Figure 1. Clock wiring as the flow saved it (run 1).
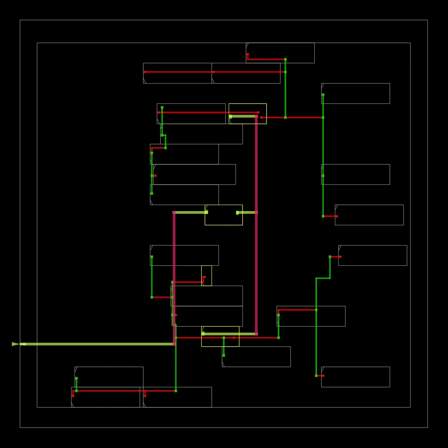
Figure 2. Placement density heat map (run 1).
(4 px per um) The die is cut into 11 by 11 equal tiles; dark purple is low, yellow is high, 0 to 100% covered.
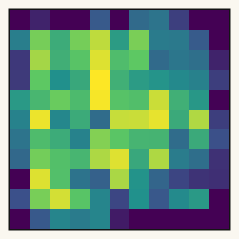
Figure 3. Where the registers sit (run 1).
(6 px per um) Other sequential cells in the stronger grey, the rest of the logic in the fainter grey.
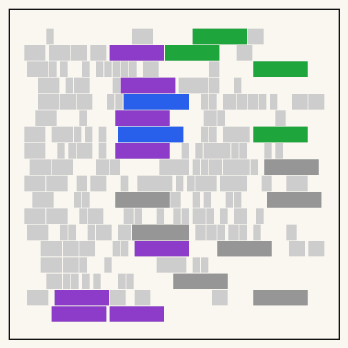
Figure 4. Selected gate families (run 1).
(8 px per um)
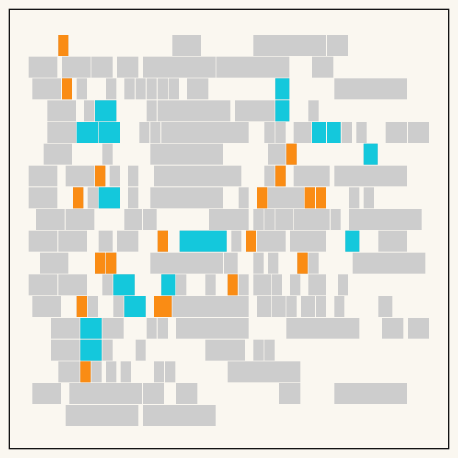
==> config.mk <==
export PLATFORM = sky130hd
export DESIGN_NAME = reg_bank_write_arbiter
export DESIGN_NICKNAME = d
export VERILOG_FILES = /design/src/rtl/reg_bank_write_arbiter.sv
export SDC_FILE = /design/constraint.sdc
export NUM_CORES = 1
export LEC_CHECK = 0
export ABC_AREA = 1
export CORE_MARGIN = 2
export CORE_UTILIZATION = 41
export CTS_BUF_LIST = sky130_fd_sc_hd__clkbuf_8
export CTS_CLUSTER_DIAMETER = 40
export DETAILED_ROUTE_END_ITERATION = 7
export PLACE_DENSITY = 0.75
export SKIP_CTS_REPAIR_TIMING = 1
export SLEW_MARGIN = 30
export SYNTH_ARGS = -nofsm -noshare
export SYNTH_HDL_FRONTEND = slang
export SYNTH_SLANG_ARGS = --single-unit
export TNS_END_PERCENT = 10
==> constraint.sdc <==
create_clock -name CK -period 2.98 [get_ports CK]
set_input_delay 0.596 -clock CK [delete_from_list [all_inputs] [get_ports CK]]
set_output_delay 0.596 -clock CK [all_outputs]
set_load 0.1 [all_outputs]
==> flow_metrics.tcl, run 1 <==
# implementation run metrics
set metrics [dict create \
    clockBufferDepth 2 \
    ctsHtreeMaxLevel 1 \
    rsz0062_at_grt "false" \
    die_h_um 54.8 \
    met3_length_um 192 \
    synth.cell_area_um2 1060 \
    fin_crit_ps 1620 \
    synth_chip_area_um2 1060 \
    dr_wl_met2_um 960 \
    ys.flops 21 \
    port_buffers 38 \
    wl_met1_um 946 \
    clkLatencyLatePin_ps 260 \
    wl_per_cell_um 10.8 \
    clkTransAtPathRegs_ps 70 \
    seq_cells 21 \
    highest_layer "met4" \
    num_vias 956 \
    warning_count 29 \
    firstDrtPassIters 4 \
    ys_seq_share_pct 50.8 \
    fp_nets 155 \
    maxCapViolations 0 \
    logic_area_um2 442 \
    period_used_pct 54.4 \
    nets 197 \
    grt_usage_pct 17.2 \
    drive_above_1_share_pct 16.1 \
    grt_overflow 0 \
    setup_violations 0 \
    grt_pass1_vias 847 \
    r2r_cells 7 \
    max_freq_mhz 617 \
    area_growth_pct 39.1 \
    worst-setup-path-type "input port to flip-flop" \
    cp-start-kind "input port" \
    hold_viol 0 \
    pre_cts_ws_ps 1070 \
    gp_congestion 0.828 \
    synth.distinct_cells 19 \
    yosys_warnings 0 \
    crit_path_max_fanout 11 \
    ios 39 \
    cts_tree "done" \
    required_ps 3130 \
    antenna_found_initial 0 \
    root_buffer "clkbuf_8" \
    tightest_slew_ps 405 \
    drc 0 \
    num_tap_cells 30 \
    clk_share_pct 3.07 \
    crit_arrival_ps 1770 \
    cp-end-kind "flip-flop" \
    buffer_area_share_pct 23.0 \
    yosysCellCount 127 \
    totalWireLength_um 2150 \
    ff2ff_setup_slack_ps 1490 \
    antenna_left 0 \
    diodes 0 \
    fin_ws_ps 1360 \
    top_area_share_pct 42.7 \
    tns_ps 0 \
    drv_slew 0 \
    min_path_type "input port to asynchronous set/reset pin" \
    ys_top_cells_by_area "dfrtp_1, nand2_1, edfxtp_1, inv_1, o211ai_1" \
    n_clock_buffer 3 \
    logic_gate_count 87 \
    via_per_inst 4.83 \
    fp.dieW_um 54.8 \
    die-area_um2 3000 \
    drt_iter0_drc 16 \
    largest_register_ffs 8 \
    slew_headroom_pct 73.0 \
    grt_pass1_wl_um 3570 \
    fillCellCount 229 \
    dominant_cells "flip-flops and latches" \
    syn_inst 127 \
    layout.non_clock_inverters 18 \
    yosysTopAreaCell "dfrtp_1" \
    outcome "complete, no violations" \
    rows 18 \
    buffers_excl_clock 38 \
    hpwl_um 1730 \
    synth.avg_cell_area_um2 8.32 \
    grt_max_degree 20 \
]
## Picture notes: Figure 1
Clock Skews: 2.05 ps
total CTS buffers: 3
Sink Count: 21

## Picture notes: Figure 2
emptiest ninth of the die	south-east
fullest tile	100%
mean over tiles	48%
densest ninth of the die	centre
core area: 2450 um2
Starting Density: 43.0%
Final Util: 59.8%

## Picture notes: Figure 3
colour	name in the netlist	placed flops
green	WrEn	4
purple	WrData	8
blue	addr_q	2
register area: 537 um2
sequential cell area share: 36.5%

## Picture notes: Figure 4
colour	family	cells	most used
orange	inverters	18	inv_1
cyan	inverting AOI/OAI gates	16	o211ai_1
most frequent logic cell in the layout: nand2_1
logic share of the area: 30.1%
Final Non-Filler Cells: 198

## run 1: critical path: stages
cell             delay, ps
clkdlybuf4s50_1        550
inv_2                   80
a21oi_4                320
inv_4                  100
nand2_1                 70
o21ai_1                 50
## run 1: stage by stage
stage	utilization, %	hold slack [ps]	cell area (um2)	instances
2_1_floorplan	-	300	1060	127
3_3_place_gp	58.2	457	1430	194
3_5_place_dp	58.2	465	1430	194
4_1_cts	60.0	483	1470	198
5_1_grt	59.8	288	1470	198
6_report	59.8	253	1470	198
## run 1: synth_stat cells (all sizes together)
master,instances
a21oi,1
buf,1
dfrtp,18
dfstp,1
edfxtp,2
ha,4
inv,18
nand2,54
nand3,7
nand4,3
nor2,1
o211ai,8
o21ai,7
or2,2
## run 1: cells by family (layout without fill, tap and decap cells)
logic type	after synthesis	count (layout)	synth area share [%]
and+or+nand+nor	67	67	26.5
AOI/OAI and AO/OA	16	16	10.5
buffers and inverters	19	60	7.35
adders and majority gates	4	4	4.74
DFF	21	21	50.8
## run 1: cell usage in the layout (no fill, tap or decap), drive strengths merged
cell           instances
inv                   19
o211ai                 8
or2                    2
o21ai                  7
edfxtp                 2
dfrtp                 18
buf                   16
nor2                   1
clkbuf                 3
clkdlybuf4s50         22
dfstp                  1
ha                     4
nand2                 54
nand3                  7
nand4                  3
a21oi                  1
## run 1: per-layer routing
metal  vias to the layer above  track usage [%]
li1                        488                -
met1                       426             21.0
met2                        37             26.8
met3                         5             4.92
met4                         0             10.0
met5                         -                0
Figure 5. I/O nets highlighted (run 1).
(6 px per um)
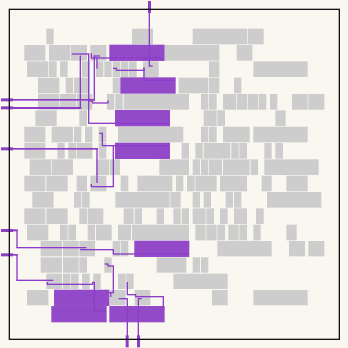

==> run 2: changes to the inputs <==
clock period = 1.5 ns   (was 2.98 ns; I/O delays follow)
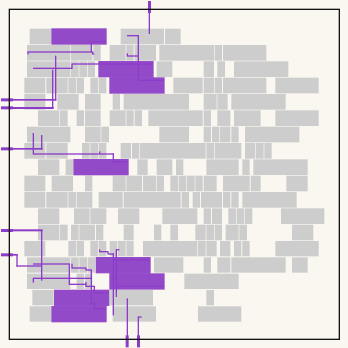
Figure 6: run 2, I/O nets highlighted.
(6 px per um)
colour	port	direction	end cells	buffers	wire
purple	WrData	output	8	8	217 um
# port buffers: 38
IO Count: 39

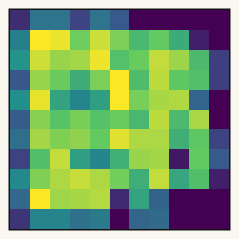
Figure 7: run 2, placement density heat map.
(4 px per um) The die is cut into 11 by 11 equal tiles; dark purple is low, yellow is high, 0 to 100% covered.
tiles over 75% full	41%
densest ninth of the die	centre
fullest tile	100%
emptiest ninth of the die	south-east
mean over tiles	56%
nearly empty tiles	12%
Final Util: 70.1%

==> flow_metrics.tcl, run 2 <==
# implementation run metrics
set metrics [dict create \
    synthFlopType "dfrtp_1" \
    slew_headroom_pct 79.4 \
    firstDrtPassIters 4 \
    grt_usage_pct 19.3 \
    r2r_cells 5 \
    stdcell_area_um2 1720 \
    layout_top_cells "nand2_1, clkdlybuf4s50_1, dfrtp_1, inv_1, buf_12" \
    setup_violations 0 \
    rows 18 \
    yosysMostFrequentCell "nand2_1" \
    tightest_slew_ps 308 \
    clockBufferDepth 2 \
    synth.distinct_cells 19 \
    cts_buffers 3 \
    totalWireLength_um 2370 \
    ys.flops 21 \
    required_ps 1480 \
    min_path_type "input port to asynchronous set/reset pin" \
    yosys_warnings 0 \
    hpwl_um 1880 \
    yosysCellCount 127 \
    crit_arrival_ps 1470 \
    drive_above_1_share_pct 20.0 \
    outcome "complete, no violations" \
    fin_crit_ps 1490 \
    clkLatencyLatePin_ps 260 \
    area_growth_pct 62.9 \
    drt_iter0_drc 10 \
    cp-end-kind "flip-flop" \
    cp_common_cell "inv_1" \
    max_freq_mhz 673 \
    antenna_found_initial 0 \
    tns_ps 0 \
    ys_seq_share_pct 50.8 \
    root_buffer "clkbuf_8" \
    maxCapViolations 0 \
    grt_pass1_vias 1004 \
    clock-sinks 21 \
    cp-start-kind "flip-flop" \
    critPathMaxStageDelay_ps 420 \
    period_used_pct 99.0 \
    yosysTopAreaCell "dfrtp_1" \
    synth_chip_area_um2 1060 \
    synth.avg_cell_area_um2 8.32 \
    dp.cells 199 \
    via_per_inst 4.87 \
    gp_congestion 0.840 \
    initCoreUtil_pct 43.0 \
    common_cells "nand2_1, dfrtp_1, inv_1" \
    ys_top_cells_by_area "dfrtp_1, nand2_1, edfxtp_1, inv_1, o211ai_1" \
    crit_path_max_fanout 5 \
    wl_per_cell_um 11.6 \
    final_cells 205 \
    grt_overflow 0 \
    largest_register_ffs 8 \
    drv_slew 0 \
    ff2ff_setup_slack_ps 10 \
    grt_max_degree 20 \
    top_area_share_pct 42.7 \
    fp.dieW_um 54.8 \
    synth.cell_area_um2 1060 \
    hold_viol 0 \
    cts_tree "done" \
    num_vias 998 \
    fillCellCount 183 \
    die-area_um2 3000 \
    syn_inst 127 \
    worst-setup-path-type "flip-flop to flip-flop" \
    grt_pass1_wl_um 4090 \
    ctsHtreeMaxLevel 1 \
    ys_async_sr_fraction_pct 90.5 \
    cp_slowest_cell "dfrtp_1" \
    lay_top_count "nand2_1" \
    edf_count 2 \
    warning_count 29 \
    diodes 0 \
    die_h_um 54.8 \
    fp_nets 155 \
    clkTransAtPathRegs_ps 70 \
    placed_area_um2 1650 \
    antenna_left 0 \
    drc 0 \
    finClkSkew_ps 2.08 \
    core_area_um2 2450 \
    nets 204 \
    crit_chain "inv_1 > ha_2 > inv_1 > a21oi_4 > buf_4" \
]
-- run 2: cell counts after synthesis --
No cell type changed its count.
-- run 2: cells by family (layout without fill, tap and decap cells) --
logic type	count (synthesis)	after routing	synth area share [%]
AND-OR/OR-AND	16	16	10.5
buffers and inverters	19	67	7.35
adder cells (fa/ha/maj)	4	4	4.74
AND/OR/NAND/NOR	67	67	26.5
flip-flops	21	21	50.8
-- run 2: area by class of cell --
class,count,area (um2),area share [%]
flip-flops and latches,21,537,31.2
multi-input cells,87,444,25.8
clock inverters,1,3.75,0.218
clock buffers,3,41.3,2.40
well taps,30,37.5,2.18
repair buffers,45,587,34.1
inverters,18,70.1,4.07
-- run 2: through the flow --
step | setup WS, ps | hold slack (ps) | utilization (%)
global route | -35.2 | 406 | 70.1
floorplan | 192 | 4.41 | -
finish | 14.3 | 378 | 70.1
detailed placement | -54.2 | 461 | 67.4
global placement | -27.3 | 459 | 67.4
CTS | 51.6 | 389 | 69.2
-- run 2: per-layer routing --
layer,vias to the layer above,wire [um],track usage [%]
met5,-,0,0
met4,0,46,11.3
met3,5,177,4.92
met2,39,1170,31.9
met1,451,977,22.3
li1,503,-,-
-- run 2: worst max-delay path, delay by kind of cell, from the launching register on --
kind                     cells  cell delay [ps]
adder cells (fa/ha/maj)      1              200
AND-OR/OR-AND                1              230
buffers and inverters        3              360
flip-flops                   1              420
